Fig. 1: clock distribution
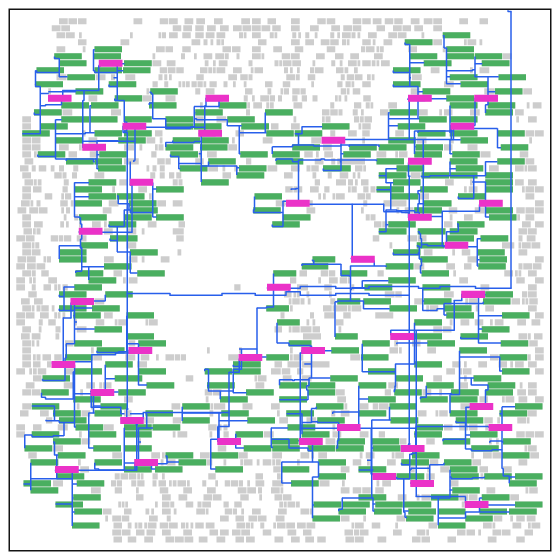
Fig. 2: signal wires on met4
Scale bar: 50 um. Supply wires on this layer in grey.
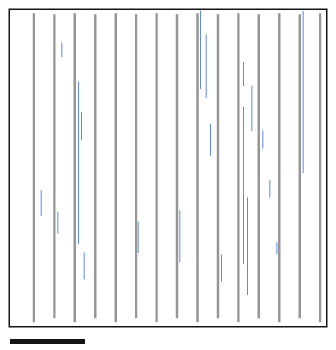
Fig. 3: routed metal per tile
Scale bar: 50 um. The die is cut into 21 by 21 equal tiles; dark purple is low, yellow is high, scaled to the fullest tile. Values are wire area over tile area, all layers added.
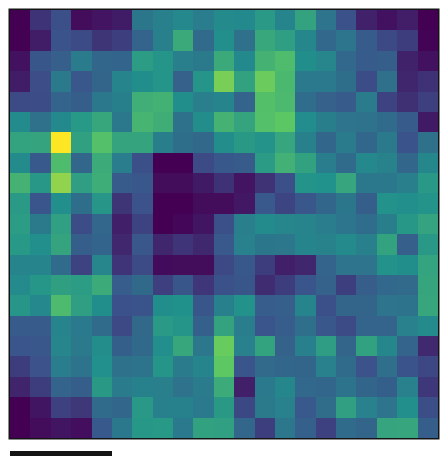
Fig. 4: where the registers sit
Other sequential cells in the stronger grey, the rest of the logic in the fainter grey.
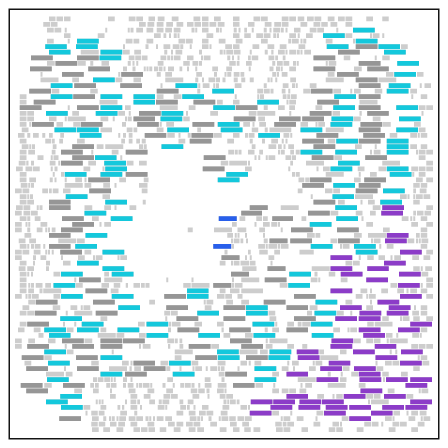
Fig. 5: cell outlines without signal wires
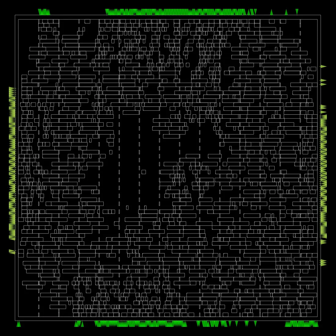
===== src/rtl/instr_fetch_unit_if.sv =====
// instr_fetch_unit_if
//   Bundles the fetch unit's PC, instruction-memory and decode-side signals.
//   master : the fetch unit (drives pc_next, imem_req/addr, instr_valid/instr/instr_pc)
//   slave  : the surrounding PC register, instruction memory and decode stage
interface instr_fetch_unit_if #(
    parameter int ADDR_W  = 64,
    parameter int INSTR_W = 32
);
    logic [ADDR_W-1:0]  fetch_pc;
    logic [ADDR_W-1:0]  pc_next;
    logic               redirect_valid;
    logic [ADDR_W-1:0]  redirect_pc;
    logic               imem_req;
    logic [ADDR_W-1:0]  imem_addr;
    logic               imem_gnt;
    logic               imem_rvalid;
    logic [INSTR_W-1:0] imem_rdata;
    logic               instr_valid;
    logic               instr_ready;
    logic [INSTR_W-1:0] instr;
    logic [ADDR_W-1:0]  instr_pc;

    modport master (
        input  fetch_pc, redirect_valid, redirect_pc, imem_gnt, imem_rvalid,
               imem_rdata, instr_ready,
        output pc_next, imem_req, imem_addr, instr_valid, instr, instr_pc
    );

    modport slave (
        output fetch_pc, redirect_valid, redirect_pc, imem_gnt, imem_rvalid,
               imem_rdata, instr_ready,
        input  pc_next, imem_req, imem_addr, instr_valid, instr, instr_pc
    );
endinterface


===== src/rtl/instr_fetch_unit.sv =====
// instr_fetch_unit
//   Reads the current fetch PC, requests instructions from instruction memory,
//   tags each grant with its PC, buffers returned instructions with their PCs and
//   hands them to decode over valid/ready. Computes the PC's next value every
//   cycle (hold, +4 on grant, or aligned redirect target).
// Ports
//   clk, reset : clock, asynchronous active-high reset
//   bus        : instr_fetch_unit_if.master (fetch_pc/pc_next, redirect,
//                imem req/addr/gnt/rvalid/rdata, instr valid/ready/instr/instr_pc)
module instr_fetch_unit #(
    parameter int ADDR_W  = 64,
    parameter int INSTR_W = 32,
    parameter int DEPTH   = 2
) (
    input logic                clk,
    input logic                reset,
    instr_fetch_unit_if.master bus
);
    localparam int PW = $clog2(DEPTH);
    localparam int CW = PW + 1;

    logic [CW-1:0]      outstanding, count, drop;
    logic [CW:0]        inflight;
    logic [PW-1:0]      tag_wp, tag_rp, buf_wp, buf_rp;
    logic [ADDR_W-1:0]  tag_q    [DEPTH];
    logic [INSTR_W-1:0] buf_data [DEPTH];
    logic [ADDR_W-1:0]  buf_pc   [DEPTH];
    logic               redir, gnt_fire, rv_fire, push, pop, armed;
    logic [1:0]         unused_rpc_lsb;

    assign unused_rpc_lsb = bus.redirect_pc[1:0];

    assign redir    = !reset && bus.redirect_valid;
    // Outstanding requests plus buffered instructions bound the issue window,
    // so every response always has a buffer slot waiting for it.
    assign inflight = {1'b0, outstanding} + {1'b0, count};
    assign bus.imem_req  = !reset && !bus.redirect_valid && (inflight < (CW+1)'(DEPTH));
    assign bus.imem_addr = bus.fetch_pc;

    assign gnt_fire = bus.imem_req && bus.imem_gnt;
    // A response with nothing outstanding (e.g. one left over from before reset)
    // is ignored.
    assign rv_fire  = bus.imem_rvalid && (outstanding != '0);
    // Responses to requests issued before a redirect are discarded; so is one
    // arriving in the redirect cycle itself.
    assign push     = rv_fire && (drop == '0) && !redir;
    assign pop      = bus.instr_valid && bus.instr_ready;

    // Holding pc_next at fetch_pc keeps an ungranted request's address stable.
    assign bus.pc_next = redir    ? {bus.redirect_pc[ADDR_W-1:2], 2'b00} :
                         gnt_fire ? bus.fetch_pc + ADDR_W'(4) :
                                    bus.fetch_pc;

    assign bus.instr_valid = (count != '0);
    assign bus.instr       = bus.instr_valid ? buf_data[buf_rp] : '0;
    assign bus.instr_pc    = bus.instr_valid ? buf_pc[buf_rp]   : '0;

    always_ff @(posedge clk or posedge reset) begin
        if (reset) begin
            outstanding <= '0;
            count       <= '0;
            drop        <= '0;
            tag_wp      <= '0;
            tag_rp      <= '0;
            buf_wp      <= '0;
            buf_rp      <= '0;
        end else begin
            outstanding <= outstanding + CW'(gnt_fire) - CW'(rv_fire);
            if (gnt_fire) tag_wp <= tag_wp + PW'(1);
            if (rv_fire)  tag_rp <= tag_rp + PW'(1);
            if (redir) begin
                // Everything still in flight belongs to the old path.
                count  <= '0;
                buf_wp <= '0;
                buf_rp <= '0;
                drop   <= outstanding - CW'(rv_fire);
            end else begin
                if (rv_fire && drop != '0) drop <= drop - CW'(1);
                if (push) buf_wp <= buf_wp + PW'(1);
                if (pop)  buf_rp <= buf_rp + PW'(1);
                count <= count + CW'(push) - CW'(pop);
            end
        end
    end

    // Storage needs no reset: occupancy is tracked by the pointers and counts.
    always_ff @(posedge clk) begin
        if (gnt_fire) tag_q[tag_wp] <= bus.fetch_pc;
        if (push) begin
            buf_data[buf_wp] <= bus.imem_rdata;
            buf_pc[buf_wp]   <= tag_q[tag_rp];
        end
    end

    // Responses still in flight across a reset are legal, so the protocol check
    // arms only once the new session has had a request granted.
    always_ff @(posedge clk or posedge reset) begin
        if (reset)         armed <= 1'b0;
        else if (gnt_fire) armed <= 1'b1;
    end

    always @(posedge clk) begin
        if (!reset && armed) assert (!(bus.imem_rvalid && outstanding == '0));
    end
endmodule

===== src/flat_wrapper.sv =====
// flat-port wrapper written by rule: the top's interface ports become plain ports
module instr_fetch_unit_flat 
#(
    parameter int ADDR_W  = 64,
    parameter int INSTR_W = 32,
    parameter int DEPTH   = 2
)
  (clk, reset, bus_fetch_pc, bus_redirect_valid, bus_redirect_pc, bus_imem_gnt, bus_imem_rvalid, bus_imem_rdata, bus_instr_ready, bus_pc_next, bus_imem_req, bus_imem_addr, bus_instr_valid, bus_instr, bus_instr_pc);
  instr_fetch_unit_if #(.ADDR_W(ADDR_W), .INSTR_W(INSTR_W)) bus_i ();
  input logic clk;
  input logic reset;
  input wire logic [$bits(bus_i.fetch_pc)-1:0] bus_fetch_pc;
  input wire logic [$bits(bus_i.redirect_valid)-1:0] bus_redirect_valid;
  input wire logic [$bits(bus_i.redirect_pc)-1:0] bus_redirect_pc;
  input wire logic [$bits(bus_i.imem_gnt)-1:0] bus_imem_gnt;
  input wire logic [$bits(bus_i.imem_rvalid)-1:0] bus_imem_rvalid;
  input wire logic [$bits(bus_i.imem_rdata)-1:0] bus_imem_rdata;
  input wire logic [$bits(bus_i.instr_ready)-1:0] bus_instr_ready;
  output wire logic [$bits(bus_i.pc_next)-1:0] bus_pc_next;
  output wire logic [$bits(bus_i.imem_req)-1:0] bus_imem_req;
  output wire logic [$bits(bus_i.imem_addr)-1:0] bus_imem_addr;
  output wire logic [$bits(bus_i.instr_valid)-1:0] bus_instr_valid;
  output wire logic [$bits(bus_i.instr)-1:0] bus_instr;
  output wire logic [$bits(bus_i.instr_pc)-1:0] bus_instr_pc;
  assign bus_i.fetch_pc = bus_fetch_pc;
  assign bus_i.redirect_valid = bus_redirect_valid;
  assign bus_i.redirect_pc = bus_redirect_pc;
  assign bus_i.imem_gnt = bus_imem_gnt;
  assign bus_i.imem_rvalid = bus_imem_rvalid;
  assign bus_i.imem_rdata = bus_imem_rdata;
  assign bus_i.instr_ready = bus_instr_ready;
  assign bus_pc_next = bus_i.pc_next;
  assign bus_imem_req = bus_i.imem_req;
  assign bus_imem_addr = bus_i.imem_addr;
  assign bus_instr_valid = bus_i.instr_valid;
  assign bus_instr = bus_i.instr;
  assign bus_instr_pc = bus_i.instr_pc;
  instr_fetch_unit #(.ADDR_W(ADDR_W), .INSTR_W(INSTR_W), .DEPTH(DEPTH)) u_core (.clk(clk), .reset(reset), .bus(bus_i));
endmodule

===== config.mk =====
export PLATFORM = sky130hd
export DESIGN_NAME = instr_fetch_unit_flat
export DESIGN_NICKNAME = d
export VERILOG_FILES = /design/src/rtl/instr_fetch_unit_if.sv /design/src/rtl/instr_fetch_unit.sv /design/src/flat_wrapper.sv
export SDC_FILE = /design/constraint.sdc
export NUM_CORES = 1
export LEC_CHECK = 0
export CAP_MARGIN = 15
export CORE_MARGIN = 2
export CORE_UTILIZATION = 35
export CTS_CLUSTER_SIZE = 20
export DETAILED_ROUTE_END_ITERATION = 12
export PLACE_DENSITY_LB_ADDON = 0.12
export SLEW_MARGIN = 0
export SYNTH_ARGS = -nofsm -noshare
export SYNTH_HDL_FRONTEND = slang
export SYNTH_SLANG_ARGS = --single-unit

===== constraint.sdc =====
create_clock -name clk -period 13.9 [get_ports clk]
set_input_delay 2.085 -clock clk [delete_from_list [all_inputs] [get_ports clk]]
set_output_delay 2.085 -clock clk [all_outputs]
set_load 0.05 [all_outputs]

==> Changelog: implementation <==
## Flow update

- Clk buf depth: 3
- Cell with the biggest individual delay on the critical path: clkdlybuf4s50_1
- Fraction of power spent switching nets: 38.7%
- Number of pins with negative max-slew slack in the final report: 0
- Net switching component of the power: 1460 uW
- Top cell area share: 64.9%
- Post-synth design cell area: 0.0148 sq mm
- Data arrival, critical path: 6.02 ns
- Via count of the first global-routing pass: 9522
- Final HPWL DP: 26200 um
- Count of buffer and inverter cells on the critical path: 2
- Die area: 0.0440 sq mm
- Yosys top cell by area: edfxtp_1
- Number of iterations in the first detailed-routing pass: 4
- Flip-flop and latch count after synthesis: 330
- Global-route wire length before repair: 59100 um
- Met2 routed wirelength: 19600 um
- Lkg Pwr: 0.00670 uW
- Total power consumption of the routed design: 3790 uW
- Worst setup SP type: primary input
- DIE HEIGHT: 210 um
- Number of I/O pins: 392
- CTS hold repair buffers: 0
- Minimum setup slack in the final design: 5.79 ns
- GRT overflow: 0
- Relative slew slack: 27.6%
- Most frequent cell after synthesis: edfxtp_1
- Number of buffers inserted during clock tree synthesis: 39
- Run status: completed
- Maximum Capacitance Violations: 0
- Dominant flop cell: edfxtp_1
- Iter 0 DRT Violations: 360
- Filler cells: 3827
- Die X-Extent: 210 um
- Core utilization at floorplan: 35.4%
- Share of the clock period used by the worst path after layout: 58.3%
- Critical Path, Cell by Cell: clkdlybuf4s50_1 -> or4_4 -> nor4_2 -> nand4_1 -> or3_1 -> xor2_1 -> a21oi_1 -> clkdlybuf4s50_1
- Tally of buffers added on design ports: 389
- Fin Setup TNS: 0 ns
## Picture notes: Fig. 1
[cells driving clock nets] magenta | count: 39
[flip-flops] green | count: 330
[clock wires] blue | length: 4350 um
flops lie: spread over the die
routed clock nets: 40
part of the total power dissipated in the clock network: 25.4%
later-pin clock latency in the skew report: 0.55 ns
worst clock skew: 0.0175 ns
Clk. pwr: 961 uW

## Picture notes: Fig. 2
longest straight run: 107 um
share of all routed wire: 1.8%
nets with wire on the layer: 8
main direction: vertical
routed vias: 9502
total routed wirelength: 39700 um

## Picture notes: Fig. 3
mean over tiles: 0.14
tiles over half the peak: 22%
nearly empty tiles: 2.7%
fullest tile: 0.38
densest ninth of the die: top centre

## Picture notes: Fig. 4
[`u_core.buf_pc`] cyan | sequential cells: 128 | where: spread over the die
[`u_core.drop`] blue | sequential cells: 2
[`u_core.buf_data`] purple | sequential cells: 64 | where: lower right
not coloured: 136

## Picture notes: Fig. 5
placeable core region: 0.0419 sq mm
sequential share of cell area: 49.2%
FP Rows: 75
Final Instance Count excl. Fillers: 1988
end-of-flow core utilization: 47.9%

per-stage QoR:
step           std cells  utilization, %
6_report            1988            47.9
5_1_grt             1988            47.9
4_1_cts             1987            47.9
3_5_place_dp        1915            45.0
3_3_place_gp        1915            45.0
2_1_floorplan       1090               -
metal layers:
| layer | track usage, % | vias up |
|---|---|---|
| met3 | 3.62 | 49 |
| li1 | - | 4561 |
| met4 | 5.38 | 0 |
| met5 | 0 | - |
| met2 | 30.3 | 229 |
| met1 | 22.9 | 4663 |
worst register-to-register path: cells and delay by family, from the launching register on:
family,cells,cell delay (ns)
flops,1,0.38
buf+inv,4,0.99
simple gates,4,1.27
fa+ha+maj,1,0.43
logic make-up (layout without fill, tap and decap cells):
family	after synthesis	after routing	synth area share (%)
buffers and inverters	129	488	4.92
DFF	330	330	66.6
xor gates and xnor gates	68	68	4.02
muxes	163	163	11.6
adders and majority gates	6	6	0.557
AOI/OAI and AO/OA	70	70	2.42
and+or+nand+nor	324	324	9.97
final cells by class:
type,instances,area (sq um),share of cell area [%]
clock buffer,49,1030,5.16
clock inverter,23,175,0.873
inverter,15,56.3,0.281
multi-input combinational,631,4260,21.2
sequential,330,9870,49.2
tap,539,674,3.36
timing repair buffer,401,4000,19.9
registers in the layout, summed over array words and instances (netlist names):
name / cells
u_core.buf_pc: 128
u_core.tag_q: 128
u_core.buf_data: 64
u_core.count: 2
u_core.drop: 2
u_core.outstanding: 2
u_core.buf_rp: 1
u_core.buf_wp: 1
u_core.tag_rp: 1
u_core.tag_wp: 1
final timing paths:
| kind | startpoint | to | cells past startpoint |
|---|---|---|---|
| worst max-delay path | bus_redirect_valid | bus_pc_next[61] | 8 |
| worst min-delay path | u_core.tag_q[1][42]$_DFFE_PP_ | u_core.buf_pc[1][42]$_DFFE_PP_ | 1 |
| worst max register to register | u_core.count[0]$_DFF_PP0_ | u_core.tag_q[0][35]$_DFFE_PP_ | 9 |
| worst min register to register | u_core.tag_q[1][42]$_DFFE_PP_ | u_core.buf_pc[1][42]$_DFFE_PP_ | 1 |
| max in group asynchronous | reset | u_core.buf_rp$_DFFE_PP0P_ | 2 |
| min in group asynchronous | reset | u_core.outstanding[1]$_DFF_PP0_ | 2 |
layout by cell type (no fill, tap or decap), types with 7 or more instances in the layout:
cell / count
edfxtp_1: 320
clkinv_1: 11
nand4_1: 22
and4_1: 7
clkbuf_1: 9
buf_4: 11
xor2_1: 25
xnor2_1: 43
o21ai_0: 60
inv_1: 14
a21oi_1: 7
nand2_1: 86
mux2i_1: 99
nand3_1: 22
nor3_1: 9
dfrtp_1: 8
clkbuf_16: 40
nor4_1: 13
mux2_2: 64
clkdlybuf4s50_1: 389
nor2_1: 132
and3_1: 10
power groups by stage:
stage / logic [uW] / registers [uW] / clock network [uW]
4_1_cts: 1520 / 1330 / 990
3_5_place_dp: 1520 / 1350 / 0
5_1_grt: 1580 / 1340 / 1030
3_3_place_gp: 1510 / 1350 / 0
6_report: 1500 / 1330 / 961
2_1_floorplan: 1050 / 1290 / 0
No activity file was given, so power comes from the tool's default toggle rates.
